==> run_1/met1.png <==
Bar = 20 um. Supply wires on this layer in grey.
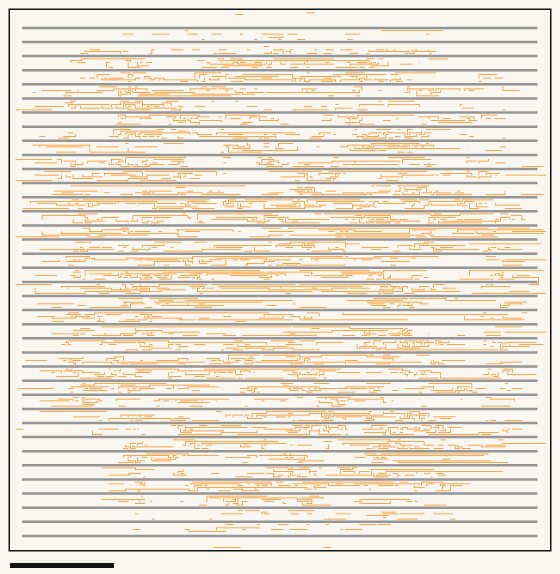
==> run_1/met2.png <==
Bar = 20 um.
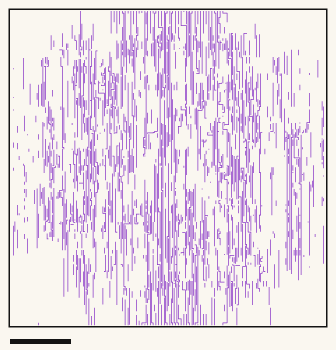
==> run_1/met3.png <==
Cells faint in the background.
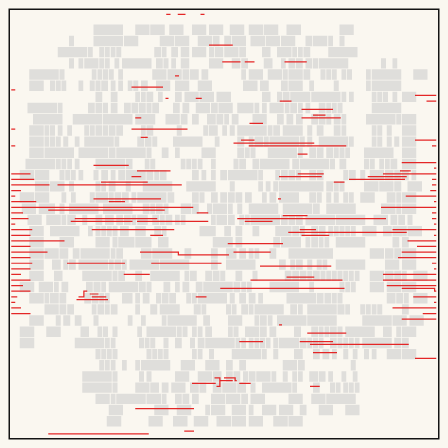
--- src/rtl/mux_pkg.sv ---
// rtl/mux_pkg.sv - shared skid-state encoding and sizing helper for mux_n_pipe
package mux_pkg;

    localparam logic [1:0] ST_EMPTY = 2'd0;
    localparam logic [1:0] ST_ONE   = 2'd1;
    localparam logic [1:0] ST_TWO   = 2'd2;

    function automatic int clog2(input int v);
        int r;
        r = 0;
        for (int i = 0; i < 31; i++) begin
            if ((1 << i) < v) r = i + 1;
        end
        return r;
    endfunction

endpackage

--- src/rtl/pipe_skid_buf.sv ---
// rtl/pipe_skid_buf.sv - W-bit 2-entry valid/ready skid buffer with registered in_ready
module pipe_skid_buf
    import mux_pkg::*;
#(
    parameter int W = 8
) (
    input  logic         clk,
    input  logic         reset,
    input  logic [W-1:0] in_data,
    input  logic         in_valid,
    output logic         in_ready,
    output logic [W-1:0] out_data,
    output logic         out_valid,
    input  logic         out_ready
);

    logic [1:0]   state;
    logic [1:0]   state_nxt;
    logic [W-1:0] main_q;
    logic [W-1:0] skid_q;
    logic         accept;
    logic         emit;

    assign accept    = in_valid && in_ready;
    assign emit      = out_valid && out_ready;
    assign out_valid = (state != ST_EMPTY);
    assign out_data  = main_q;

    always_comb begin
        state_nxt = state;
        case (state)
            ST_EMPTY: if (accept) state_nxt = ST_ONE;
            ST_ONE: begin
                if (accept && !emit)      state_nxt = ST_TWO;
                else if (emit && !accept) state_nxt = ST_EMPTY;
            end
            ST_TWO:   if (emit) state_nxt = ST_ONE;
            default:  state_nxt = ST_EMPTY;
        endcase
    end

    // in_ready follows the next state so it never depends on out_ready combinationally
    always_ff @(posedge clk) begin
        if (reset) begin
            state    <= ST_EMPTY;
            in_ready <= 1'b1;
            main_q   <= '0;
            skid_q   <= '0;
        end else begin
            state    <= state_nxt;
            in_ready <= (state_nxt != ST_TWO);
            case (state)
                ST_EMPTY: if (accept) main_q <= in_data;
                ST_ONE: begin
                    if (accept && emit)       main_q <= in_data;
                    else if (accept && !emit) skid_q <= in_data;
                end
                ST_TWO:   if (emit) main_q <= skid_q;
                default: ;
            endcase
        end
    end

endmodule

--- src/rtl/mux_n_pipe.sv ---
// rtl/mux_n_pipe.sv - N-way registered elastic selector; MUX_N_PIPE_SELERR_EN adds sel_err/sel_err_sticky
module mux_n_pipe
    import mux_pkg::*;
#(
    parameter int WIDTH  = 32,
    parameter int NUM_IN = 3,
    parameter int SEL_W  = 4,
    parameter int DEF_CH = 0
) (
    input  logic                    clk,
    input  logic                    reset,
    input  logic [NUM_IN*WIDTH-1:0] data_in,
    input  logic [SEL_W-1:0]        selector,
    input  logic                    in_valid,
    output logic                    in_ready,
    output logic [WIDTH-1:0]        out_data,
    output logic [SEL_W-1:0]        out_sel,
    output logic                    out_valid,
    input  logic                    out_ready
`ifdef MUX_N_PIPE_SELERR_EN
    ,
    output logic                    sel_err,
    output logic                    sel_err_sticky
`endif
);

    generate
        if (NUM_IN < 2 || NUM_IN > 16 || clog2(NUM_IN) > SEL_W || DEF_CH < 0 || DEF_CH >= NUM_IN) begin : g_bad_param
            $error("mux_n_pipe: illegal NUM_IN/SEL_W/DEF_CH combination");
        end
    endgenerate

`ifdef MUX_N_PIPE_SELERR_EN
    localparam int PW = WIDTH + SEL_W + 1;
`else
    localparam int PW = WIDTH + SEL_W;
`endif

    logic             raw_err;
    logic [SEL_W-1:0] sel_eff;
    logic [WIDTH-1:0] word;
    logic [PW-1:0]    pay_in;
    logic [PW-1:0]    pay_out;

    assign raw_err = !(int'(selector) < NUM_IN);
    assign sel_eff = raw_err ? SEL_W'(DEF_CH) : selector;

    // sel_eff is always a legal channel, so unused selector codes can never reach X data
    always_comb begin
        word = '0;
        for (int k = 0; k < NUM_IN; k++) begin
            if (int'(sel_eff) == k) word = data_in[k*WIDTH +: WIDTH];
        end
    end

`ifdef MUX_N_PIPE_SELERR_EN
    assign pay_in = {raw_err, sel_eff, word};
    assign {sel_err, out_sel, out_data} = pay_out;

    always_ff @(posedge clk) begin
        if (reset)                                 sel_err_sticky <= 1'b0;
        else if (in_valid && in_ready && raw_err)  sel_err_sticky <= 1'b1;
    end
`else
    assign pay_in = {sel_eff, word};
    assign {out_sel, out_data} = pay_out;
`endif

    pipe_skid_buf #(
        .W(PW)
    ) u_skid (
        .clk       (clk),
        .reset     (reset),
        .in_data   (pay_in),
        .in_valid  (in_valid),
        .in_ready  (in_ready),
        .out_data  (pay_out),
        .out_valid (out_valid),
        .out_ready (out_ready)
    );

endmodule
--- config.mk ---
export PLATFORM = sky130hd
export DESIGN_NAME = mux_n_pipe
export DESIGN_NICKNAME = d
export VERILOG_FILES = /design/src/rtl/mux_pkg.sv /design/src/rtl/pipe_skid_buf.sv /design/src/rtl/mux_n_pipe.sv
export SDC_FILE = /design/constraint.sdc
export NUM_CORES = 1
export LEC_CHECK = 0
export ABC_AREA = 1
export CORE_MARGIN = 2
export CORE_UTILIZATION = 42
export DETAILED_ROUTE_END_ITERATION = 8
export GPL_TIMING_DRIVEN = 0
export PLACE_DENSITY = 0.75
export SLEW_MARGIN = 20
export SYNTH_ARGS = -nofsm -noshare
export SYNTH_HDL_FRONTEND = slang
export SYNTH_HIERARCHICAL = 1
export SYNTH_SLANG_ARGS = --single-unit
--- constraint.sdc ---
create_clock -name clk -period 2.8 [get_ports clk]
set_input_delay 0.7 -clock clk [delete_from_list [all_inputs] [get_ports clk]]
set_output_delay 0.7 -clock clk [all_outputs]
set_load 0.05 [all_outputs]
==> flow_summary.ini, run 1 <==
; flow metrics
[final_layout]
layout.cells.most_common_list = sky130_fd_sc_hd__nand2_1 (216), sky130_fd_sc_hd__clkdlybuf4s50_1 (140), sky130_fd_sc_hd__nand3_1 (138)
layout.core_utilization_pct = 61.7
seq_area_share_pct = 25.0
comb.multi_input.count = 508
comb_area_share_pct = 37.6
buffer_share_of_cell_area_pct = 28.1
antennaDiodeCount = 1
clkbuf_count = 10
drive_gt1_share_pct = 8.00
layout.cells.most_common = sky130_fd_sc_hd__nand2_1

[drt]
wl_met1_mm = 5.97
firstDrtPassIters = 5
wl_per_cell_um = 14.3
routed.top_layer = met4
iteration_0_drc_markers = 301
post_drt_via_cell_ratio = 5.19

[worst_setup_path]
slowest_stage = sky130_fd_sc_hd__clkdlybuf4s50_1
crit-reg2reg-launch = u_skid/state[0]
cp.depth = 3
ff2ff_setup_slack_ns = 1.28
worstPathBufferInverterCount = 2
worstSetupStartpoint = u_skid/state[1]
crit-reg2reg-capture = u_skid/out_data[31]
critPathArrivalTime_ns = 1.71
endpoint_type_of_the_worst_setup_path = output pin
cells_traversed_along_the_worst_timing_path = inv_2 -> nand2_1 -> clkdlybuf4s50_1
timing.critical_path.slowest_cell_delay_ns = 0.81

[worst_hold_path]
min_delay_worst_endpoint = u_skid/skid_q[22]
min_path_type = reg2reg

[grt]
initial_antenna_violation_count = 1
global_route.peak_usage_layer = met2
grt_pass1_wl_mm = 22.5
grtUsageMet3_pct = 4.45
global_route.usage.met1_pct = 32.3

[yosys]
synthAoiAreaFrac_pct = 4.61
async_flop_share_pct = 0
postSynth.topFlopCell = sky130_fd_sc_hd__dfxtp_1
yosys_cells = 680
syn_area_per_cell_um2 = 6.19
count_of_state_elements_after_synthesis = 75
syn-instance-count = 680
adder_share_pct = 0

[placed_design]
place_hpwl_mm = 10.1
placement.io_buffers = 140

[clock_network]
clock.latency.late_pin_ns = 0.35
cts_buffers = 9
cts.hold.buffers_added = 0
cts_root_buffer = sky130_fd_sc_hd__clkbuf_8
cts_max_path_buffers = 2

[die]
core_um2 = 9730
die.size.x_um = 104

[power_and_ir_drop]
pwr.group.combinational_mw = 0.864
clockNetworkPower_mw = 0.917
total_power_mw = 2.94
p_comb_share_pct = 29.3
p_clk_share_pct = 31.1
maxPowerGroup = sequential cells

[timing]
worst_hold_slack_ns = 0.467
finalHoldViolCount = 0
min_period_ns = 2.41
timing.final.crit_share_pct = 86.0
timing_worst_slew_pin_value_ns = 0.614

[outcome]
status = complete, no violations
Notes on met1.png above:
- share of all routed wire: 43%
- longest straight run: 38.6 um

Notes on met2.png above:
- longest straight run: 44.9 um
- main direction: vertical
- nets with wire on the layer: 745

Notes on met3.png above:
- wire length on this layer: 1,040 um
- main direction: horizontal

==> run_1/final_congestion.png <==
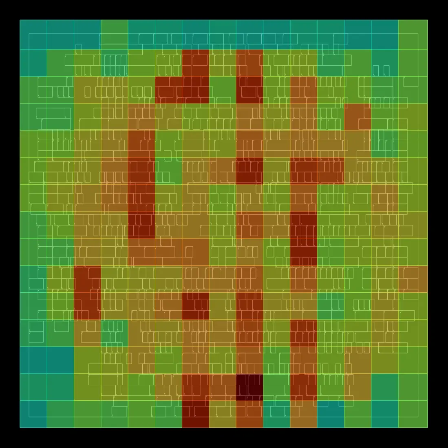

==> run 2, diff against run 1 <==
- CELL_PAD_IN_SITES_DETAIL_PLACEMENT: unset -> 0
- CELL_PAD_IN_SITES_GLOBAL_PLACEMENT: unset -> 2
- CORE_UTILIZATION: 42 -> 25
- PLACE_DENSITY: 0.75 -> unset
- PLACE_DENSITY_LB_ADDON: unset -> 0.1
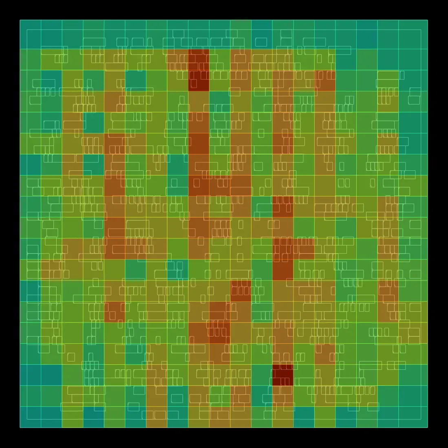
(run_2/final_congestion.png)
grt peak-use layer: met2
global-route track usage on met1: 25.6%
global routing met2 resource utilization: 31.2%
GRT Total Usage: 18.8%
core utilization of the finished layout: 37.6%

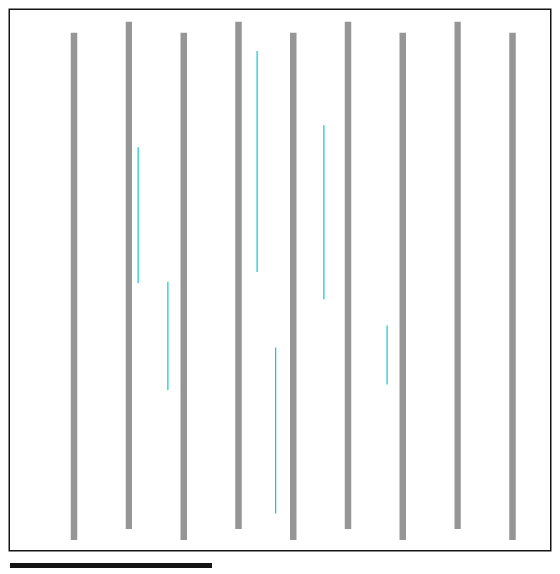
(run_2/met4.png)
Bar = 50 um. Supply wires on this layer in grey.
- longest straight run: 54.4 um
- share of all routed wire: 1.3%
- nets with wire on the layer: 3
- main direction: vertical
number of vias after detailed routing: 4,927
total length of routed wires: 16.7 mm

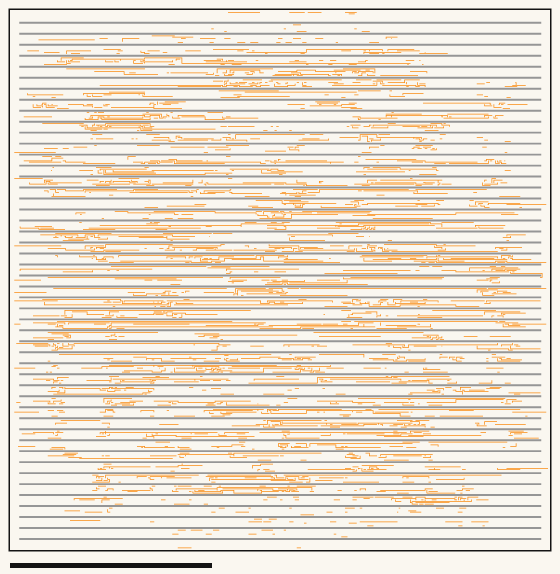
(run_2/met1.png)
Bar = 50 um. Supply wires on this layer in grey.
- main direction: horizontal
- share of all routed wire: 47%
- nets with wire on the layer: 849

==> flow_summary.ini, run 2 <==
; flow metrics
[outcome]
status = complete, no violations

[clock_network]
ctsResizeCount = 0
cts_htree_levels = 3
cts_max_path_buffers = 2
clock.latency.late_pin_ns = 0.34
post_cts_setup_buffers = 0
cts.hold.buffers_added = 0
cts_root_buffer = sky130_fd_sc_hd__clkbuf_16
clock_net_sink_count = 75
cts.reportedPaths.clkPinSlew_ns = 0.06
cts_tree = done
cts_buffers = 9

[yosys]
syn_area_per_cell_um2 = 6.19
synth_sequential_area_ratio_pct = 35.7
yosysMostFrequentCell = sky130_fd_sc_hd__nand2_1
post_synth_main_area_contributors = sky130_fd_sc_hd__dfxtp_1 (36%), sky130_fd_sc_hd__nand2_1 (19%), sky130_fd_sc_hd__nand3_1 (16%)
synth.largest_area_cell = sky130_fd_sc_hd__dfxtp_1
syn-instance-count = 680
count_of_state_elements_after_synthesis = 75
postSynth.topFlopCell = sky130_fd_sc_hd__dfxtp_1
async_flop_share_pct = 0
yosys-dominant-comb-family = simple AND/OR/NAND/NOR gates
yosys_cells = 680
synthAoiAreaFrac_pct = 4.61
adder_share_pct = 0
synth.cellmix.simpleShare_pct = 48.7
mux_share_pct = 0

[worst_setup_path]
critPathArrivalTime_ns = 1.65
slowest_stage = sky130_fd_sc_hd__clkdlybuf4s50_1
crit-reg2reg-launch = u_skid/state[0]
crit-reg2reg-capture = u_skid/out_data[25]
worstSetupStartpoint = u_skid/state[1]
timing.critical_path.to = out_valid
crit_required_ns = 2.10
cells_traversed_along_the_worst_timing_path = inv_2 -> nand2_1 -> clkdlybuf4s50_1
timing.critical_path.slowest_cell_delay_ns = 0.80
r2r_cells = 8
critPathMaxFanout = 3
ff2ff_setup_slack_ns = 1.28
cp.depth = 3
worst_setup_path_start_kind = flip-flop
worstPathBufferInverterCount = 2
endpoint_type_of_the_worst_setup_path = output pin

[power_and_ir_drop]
power.net_switching_mw = 1.03
seq-power_mw = 1.17
clockNetworkPower_mw = 1.22
internal_power_mw = 2.24
pwr.group.combinational_mw = 0.879
total_power_mw = 3.27
p_seq_share_pct = 35.7
maxPowerGroup = clock
p_comb_share_pct = 26.9
p_per_area_nw_per_um2 = 526
p_clk_share_pct = 37.3

[final_layout]
final.signal_inverter_count = 46
comb.multi_input.count = 508
clkbuf_count = 12
drive_gt1_share_pct = 8.10
layout.cells.most_common = sky130_fd_sc_hd__nand2_1
fillerInstances = 1788
clockNetworkAreaShare_pct = 5.06
comb_area_share_pct = 36.3
seqCellArea_um2 = 1500
syn2layout_area_growth_pct = 47.6
antennaDiodeCount = 0
seq_area_share_pct = 24.2
finalInstanceArea_um2 = 6210
layout.cells.most_common_list = sky130_fd_sc_hd__nand2_1 (216), sky130_fd_sc_hd__clkdlybuf4s50_1 (140), sky130_fd_sc_hd__nand3_1 (138)
buffer_share_of_cell_area_pct = 27.2
flops = 75
layout.area.comb_um2 = 2260
nonClockBufferCount = 194
design.final.nets = 938

[die]
die.size.x_um = 134
ios = 142
core_um2 = 16500
num_rows = 47
chipArea_um2 = 17900

[timing]
timing_worst_slew_pin_value_ns = 0.665
timing.final.max_slew_violations = 0
min_period_ns = 2.35
worst_clock_skew_ns = 0.00488
finalHoldViolCount = 0
worst_hold_slack_ns = 0.462
setup_viol_count_final = 0
timing.final.crit_share_pct = 83.8
rsz0062_at_grt = no

[drt]
wl_met1_mm = 7.91
iteration_0_drc_markers = 244
detailroute.wirelength.met2_mm = 7.88
routed.top_layer = met4
post_drt_via_cell_ratio = 4.65
wl_per_cell_um = 15.8
firstDrtPassIters = 4

[grt]
initial_antenna_violation_count = 0
grtUsageMet3_pct = 2.55
grt_pass1_wl_mm = 26.2
first_global_vias = 4818
grt_start_max_net_pins = 13

[flow_run]
stage_log_warnings = 26
max_cap_viol_count = 0

[worst_hold_path]
min_delay_worst_endpoint = u_skid/skid_q[27]
hold-path-cell-count = 2
min_path_type = reg2reg

[placed_design]
pre_cts_slack_ns = 0.164
placement.io_buffers = 140
place_hpwl_mm = 12.1
gp_routability_congestion = 0.724
post_dp_cell_area_um2 = 5900
==> run_2/met3.png <==
Cells faint in the background.
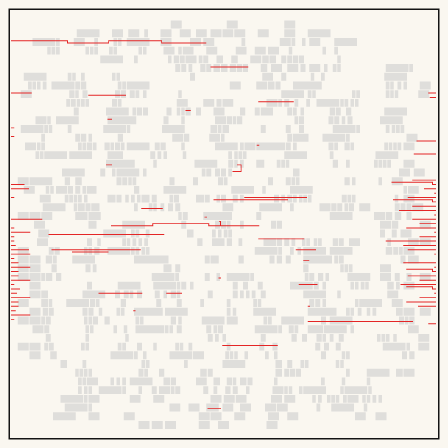

==> run 3, diff against run 2 <==
- CORE_UTILIZATION: 25 -> 23
- clock period: 2.8 -> 2.3 ns (I/O delays scaled with it)
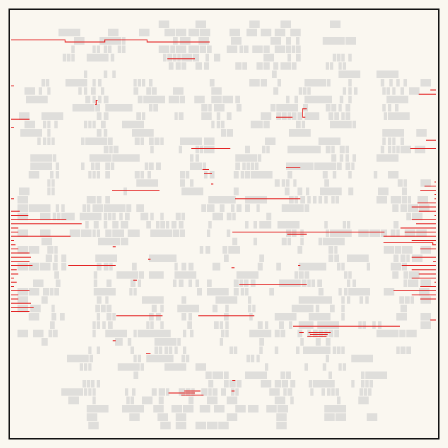
(run_3/met3.png)
Cells faint in the background.
- main direction: horizontal
- longest straight run: 49.2 um
- wire length on this layer: 692 um
total length of routed wires: 16.6 mm
number of vias after detailed routing: 4,928
met3 Resource Use GR: 3.03%

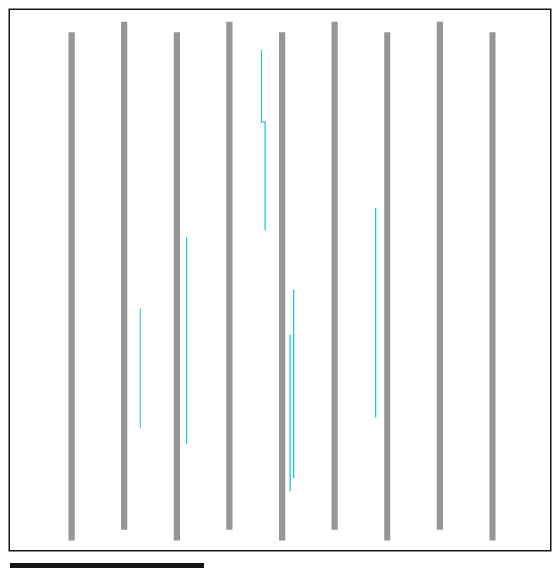
(run_3/met4.png)
Bar = 50 um. Supply wires on this layer in grey.
- nets with wire on the layer: 5
- longest straight run: 53.7 um
- share of all routed wire: 1.6%

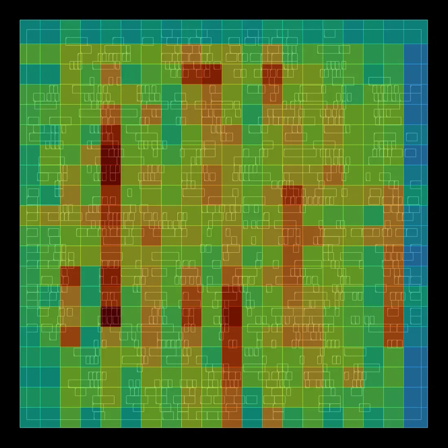
(run_3/final_congestion.png)
global-route track usage on met1: 22.2%
GRT Total Usage: 16.9%
global routing met2 resource utilization: 27.8%
mean routed wirelength per cell: 15.6 um
core utilization of the finished layout: 34.9%

==> flow_summary.ini, run 3 <==
; flow metrics
[timing]
worst_clock_skew_ns = 0.00793
min_period_ns = 2.18
timing_worst_slew_pin_value_ns = 0.660
timing.final.max_slew_violations = 0
finalHoldViolCount = 0
worst_hold_slack_ns = 0.464

[drt]
firstDrtPassIters = 5
routed.top_layer = met4
iteration_0_drc_markers = 236
wl_met1_mm = 7.73
detailroute.wirelength.met2_mm = 7.93

[die]
core_um2 = 18000
num_rows = 49
die.size.x_um = 139
ios = 142
chipArea_um2 = 19400

[yosys]
yosys_cells = 680
postSynth.topFlopCell = sky130_fd_sc_hd__dfxtp_1
count_of_state_elements_after_synthesis = 75
adder_share_pct = 0
yosysMostFrequentCell = sky130_fd_sc_hd__nand2_1
synth.largest_area_cell = sky130_fd_sc_hd__dfxtp_1
synth_sequential_area_ratio_pct = 35.7
synthAoiAreaFrac_pct = 4.61
mux_share_pct = 0

[worst_setup_path]
worstPathBufferInverterCount = 2
crit-reg2reg-capture = u_skid/out_data[27]
cp.depth = 9
ff2ff_setup_slack_ns = 0.75
endpoint_type_of_the_worst_setup_path = flip-flop
critPathMaxFanout = 10
crit_required_ns = 2.58
timing.critical_path.slowest_cell_delay_ns = 0.50
crit-reg2reg-launch = u_skid/state[0]
worstSetupStartpoint = selector[3]

[final_layout]
flops = 75
layout.cells.most_common = sky130_fd_sc_hd__nand2_1
clkbuf_count = 12
seq_area_share_pct = 23.9
drive_gt1_share_pct = 8.22
design.final.nets = 938
layout.area.comb_um2 = 2260
seqCellArea_um2 = 1500
syn2layout_area_growth_pct = 49.1
layout.cells.most_common_list = sky130_fd_sc_hd__nand2_1 (216), sky130_fd_sc_hd__clkdlybuf4s50_1 (139), sky130_fd_sc_hd__nand3_1 (138)
fillerInstances = 1978
buffer_share_of_cell_area_pct = 27.0

[power_and_ir_drop]
p_per_area_nw_per_um2 = 670
seq-power_mw = 1.42
maxPowerGroup = clock
clockNetworkPower_mw = 1.72
internal_power_mw = 2.94
total_power_mw = 4.21
p_seq_share_pct = 33.8
power.net_switching_mw = 1.26
p_comb_share_pct = 25.4
pwr.group.combinational_mw = 1.07
p_clk_share_pct = 40.8

[placed_design]
place_hpwl_mm = 12.2
gp_routability_congestion = 0.745
pre_cts_slack_ns = -0.339
post_dp_cell_area_um2 = 5910
placement.io_buffers = 140

[grt]
grt_start_max_net_pins = 13
first_global_vias = 4694
initial_antenna_violation_count = 0

[clock_network]
cts.hold.buffers_added = 0
cts_max_path_buffers = 2
cts_buffers = 9
clock_net_sink_count = 75
cts_tree = done
cts.reportedPaths.clkPinSlew_ns = 0.06

[worst_hold_path]
min_delay_worst_endpoint = u_skid/skid_q[9]
min_path_type = reg2reg

[outcome]
status = complete, no violations

[flow_run]
stage_log_warnings = 26
